==> src/rtl/led_shift_out.sv <==
`default_nettype none
// ============================================================================
// Module   : led_shift_out
// Summary  : Serialises the parallel LED bus onto a 74HC595-style SCLK/SDATA/
//            LATCH link, sending only values that differ from the last one.
// Revision : 1.0 - initial release
// ============================================================================
module led_shift_out #(
    parameter int WIDTH     = 8,
    parameter int CLK_DIV   = 4,
    parameter bit MSB_FIRST = 1'b1
) (
    input  logic             CLK,
    input  logic             RST,
    input  logic [WIDTH-1:0] LED,
    output logic             SCLK,
    output logic             SDATA,
    output logic             LATCH,
    output logic             BUSY,
    output logic [15:0]      XFER_COUNT
);

    localparam int PW = $clog2(2 * CLK_DIV);
    localparam int BW = (WIDTH > 1) ? $clog2(WIDTH) : 1;

    localparam logic [PW-1:0] c_ph_last  = PW'(2 * CLK_DIV - 1);
    localparam logic [PW-1:0] c_ph_high  = PW'(CLK_DIV);
    localparam logic [PW-1:0] c_lat_last = PW'(CLK_DIV - 1);
    localparam logic [BW-1:0] c_bit_last = BW'(WIDTH - 1);

    typedef enum logic [1:0] {
        ST_IDLE  = 2'd0,
        ST_SHIFT = 2'd1,
        ST_LATCH = 2'd2
    } state_t;

    state_t           state_q,   state_d;
    logic [WIDTH-1:0] shreg_q,   shreg_d;
    logic [WIDTH-1:0] shadow_q,  shadow_d;
    logic             pending_q, pending_d;
    logic [PW-1:0]    phase_q,   phase_d;
    logic [BW-1:0]    bit_q,     bit_d;
    logic             sclk_q,    sclk_d;
    logic             sdata_q,   sdata_d;
    logic             latch_q,   latch_d;
    logic             busy_q,    busy_d;
    logic [15:0]      cnt_q,     cnt_d;

    logic             w_start;
    logic [WIDTH-1:0] w_shifted;

    assign w_start   = pending_q | (LED != shadow_q);
    assign w_shifted = MSB_FIRST ? (shreg_q << 1) : (shreg_q >> 1);

    always_ff @(posedge CLK or posedge RST) begin
        if (RST) begin
            state_q   <= ST_IDLE;
            shreg_q   <= '0;
            shadow_q  <= '0;
            pending_q <= 1'b1;
            phase_q   <= '0;
            bit_q     <= '0;
            sclk_q    <= 1'b0;
            sdata_q   <= 1'b0;
            latch_q   <= 1'b0;
            busy_q    <= 1'b0;
            cnt_q     <= '0;
        end else begin
            state_q   <= state_d;
            shreg_q   <= shreg_d;
            shadow_q  <= shadow_d;
            pending_q <= pending_d;
            phase_q   <= phase_d;
            bit_q     <= bit_d;
            sclk_q    <= sclk_d;
            sdata_q   <= sdata_d;
            latch_q   <= latch_d;
            busy_q    <= busy_d;
            cnt_q     <= cnt_d;
        end
    end

    always_comb begin
        state_d   = state_q;
        shreg_d   = shreg_q;
        shadow_d  = shadow_q;
        pending_d = pending_q;
        phase_d   = phase_q;
        bit_d     = bit_q;
        sclk_d    = sclk_q;
        sdata_d   = sdata_q;
        latch_d   = latch_q;
        busy_d    = busy_q;
        cnt_d     = cnt_q;

        case (state_q)
            ST_IDLE: begin
                if (w_start) begin
                    shreg_d   = LED;
                    shadow_d  = LED;
                    pending_d = 1'b0;
                    phase_d   = '0;
                    bit_d     = '0;
                    sclk_d    = 1'b0;
                    sdata_d   = MSB_FIRST ? LED[WIDTH-1] : LED[0];
                    busy_d    = 1'b1;
                    state_d   = ST_SHIFT;
                end
            end

            ST_SHIFT: begin
                if (phase_q == c_ph_last) begin
                    // End of a bit window: SCLK falls and the next bit is
                    // presented on the same edge.
                    phase_d = '0;
                    sclk_d  = 1'b0;
                    if (bit_q == c_bit_last) begin
                        latch_d = 1'b1;
                        state_d = ST_LATCH;
                    end else begin
                        bit_d   = bit_q + 1'b1;
                        shreg_d = w_shifted;
                        sdata_d = MSB_FIRST ? w_shifted[WIDTH-1] : w_shifted[0];
                    end
                end else begin
                    phase_d = phase_q + 1'b1;
                    sclk_d  = (phase_d >= c_ph_high);
                end
            end

            ST_LATCH: begin
                if (phase_q == c_lat_last) begin
                    phase_d = '0;
                    latch_d = 1'b0;
                    busy_d  = 1'b0;
                    sdata_d = 1'b0;
                    cnt_d   = cnt_q + 16'd1;
                    state_d = ST_IDLE;
                end else begin
                    phase_d = phase_q + 1'b1;
                end
            end

            default: begin
                state_d = ST_IDLE;
            end
        endcase
    end

    assign SCLK       = sclk_q;
    assign SDATA      = sdata_q;
    assign LATCH      = latch_q;
    assign BUSY       = busy_q;
    assign XFER_COUNT = cnt_q;

endmodule
`default_nettype wire

==> config.mk <==
export PLATFORM = sky130hd
export DESIGN_NAME = led_shift_out
export DESIGN_NICKNAME = d
export VERILOG_FILES = /design/src/rtl/led_shift_out.sv
export SDC_FILE = /design/constraint.sdc
export NUM_CORES = 1
export LEC_CHECK = 0
export ABC_AREA = 1
export CORE_ASPECT_RATIO = 0.9
export CORE_UTILIZATION = 55
export DETAILED_ROUTE_END_ITERATION = 10
export PLACE_DENSITY = 0.79
export SLEW_MARGIN = 40
export SYNTH_ARGS = -nofsm -noshare
export SYNTH_HDL_FRONTEND = slang
export SYNTH_SLANG_ARGS = --single-unit
==> constraint.sdc <==
create_clock -name CLK -period 2.2 [get_ports CLK]
set_input_delay 0.44 -clock CLK [delete_from_list [all_inputs] [get_ports CLK]]
set_output_delay 0.44 -clock CLK [all_outputs]
set_load 0.005 [all_outputs]
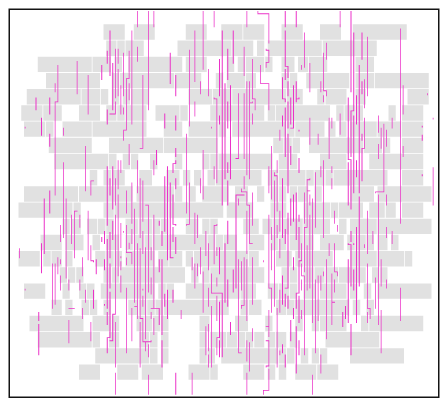
*Signal wires on met2*
longest straight run: 32.6 µm
share of all routed wire: 46%
met2 Use GR: 34.67%
DR vias: 1830
routed wire length: 4.489 mm

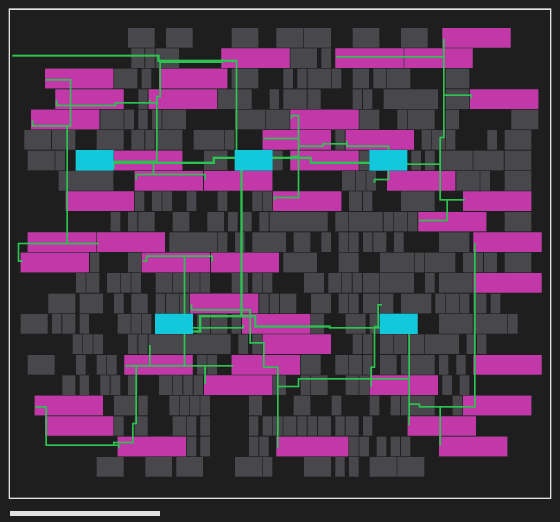
*Clock distribution*
Bar = 20 µm.
legend:
  flip-flops:
    color: magenta
    count: 44
  cells driving clock nets:
    color: cyan
    count: 5
  clock wires:
    color: green
    length: 537 µm
routed clock nets: 6
flops lie: all over the die
clock share of power: 40.5%
Latency at later pin: 300 ps
clock distribution power: 0.612 mW

==> results_dict.tcl <==
# place-and-route summary
set metrics [dict create \
    nonClkBufAreaFrac_pct 11.72 \
    seq_share_pct 37.96 \
    rsz0062_at_grt "no" \
    status "complete, no violations" \
    r2r_start "state_q[0]" \
    crit_path_max_fanout 8 \
    setup.worst_path.end "XFER_COUNT[12]" \
    synth.logic.top_family "simple AND/OR/NAND/NOR gates" \
    fin_skew_ps 7.463 \
    clkbuf_count 6 \
    die_h_um 64.90 \
    r2r_end "XFER_COUNT[12]" \
    synthTopCellsByCount "nand2_1, dfrtp_1, inv_1" \
    power_density_nw_per_um2 520.0 \
    switching_share_pct 21.38 \
    syn_nets 309 \
    synth_dominant_cell_count "nand2_1" \
    ys_seq_share_pct 45.60 \
    drc 0 \
    initial_core_util_pct 58.16 \
    cp_slowest_cell "dfrtp_1" \
    cts.sinks 44 \
    critPathBufInv 1 \
    largestClassByArea "logic gates" \
    inverters 36 \
    portBuffers 29 \
    ctsHoldBuffers 0 \
    cts_setup_buffers 0 \
    fmax_ghz 0.5594 \
    yosys.area_share.aoi_pct 5.797 \
    powerSeq_mw 0.824 \
    drive_gt1_share_pct 9.657 \
    timing.final.crit_share_pct 81.26 \
    core-area_um2 4156 \
    ys_ff 44 \
    cts_tree "built" \
    cp.required_ps 2390 \
    lay_top_cells "nand2_1, dfrtp_1, inv_1" \
    p_sw_mw 0.3228 \
    leakagePower_nw 1.528 \
    yosys_warnings 0 \
]
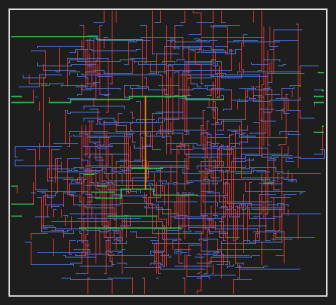
*Metal layers overlaid*
legend:
  met4:
    color: orange
    wire_length: 21.1 µm
  met1:
    color: blue
    wire_length: 2220 µm
  met3:
    color: green
    wire_length: 173 µm
  met2:
    color: red
    wire_length: 2070 µm
all-layer global routing usage: 22.12%
post-DR wirelength/cell: 11.78 µm

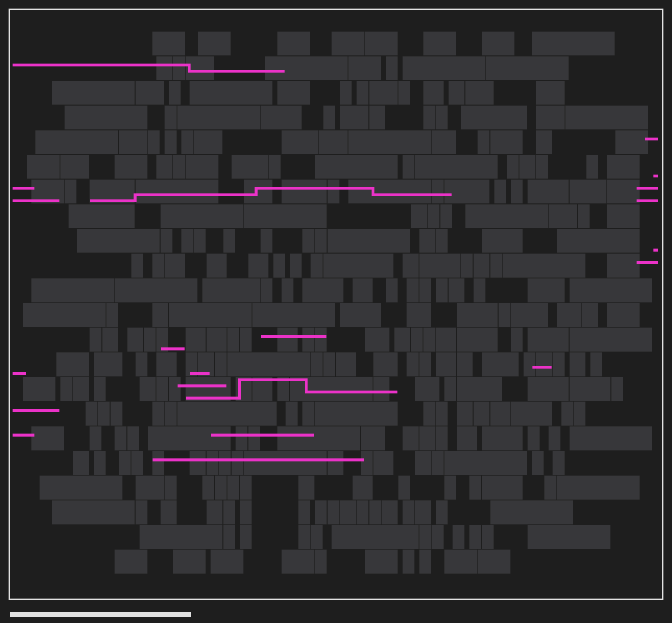
*Signal wires on met3*
Bar = 20 µm.
main direction: horizontal
share of all routed wire: 3.9%
wire length on this layer: 173 µm
grt met3 use: 6.532%

==> cells by family (layout without fill, tap and decap cells) <==
| family | count (synthesis) | after routing |
|---|---|---|
| xor gates and xnor gates | 15 | 15 |
| and+or+nand+nor | 144 | 144 |
| adders and majority gates | 13 | 13 |
| buffers and inverters | 43 | 78 |
| AOI/OAI and AO/OA | 27 | 27 |
| DFF | 44 | 44 |
==> through the flow <==
stage                     setup WS, ps  power, mW  cell area, µm²  hold slack [ps]  util [%]
final                            412.3      1.510            2904            450.7     69.87
after global routing             254.7      1.572            2904            478.3     69.87
after CTS                        397.6      1.525            2904            452.3     69.87
after detailed placement         180.3     0.9158            2796            438.9     67.28
after global placement           230.9     0.9144            2796            433.5     67.28
after floorplan                  614.1     0.8787            2417            423.8         -
Power figures rest on the tool's default switching activity, not on a simulated workload.
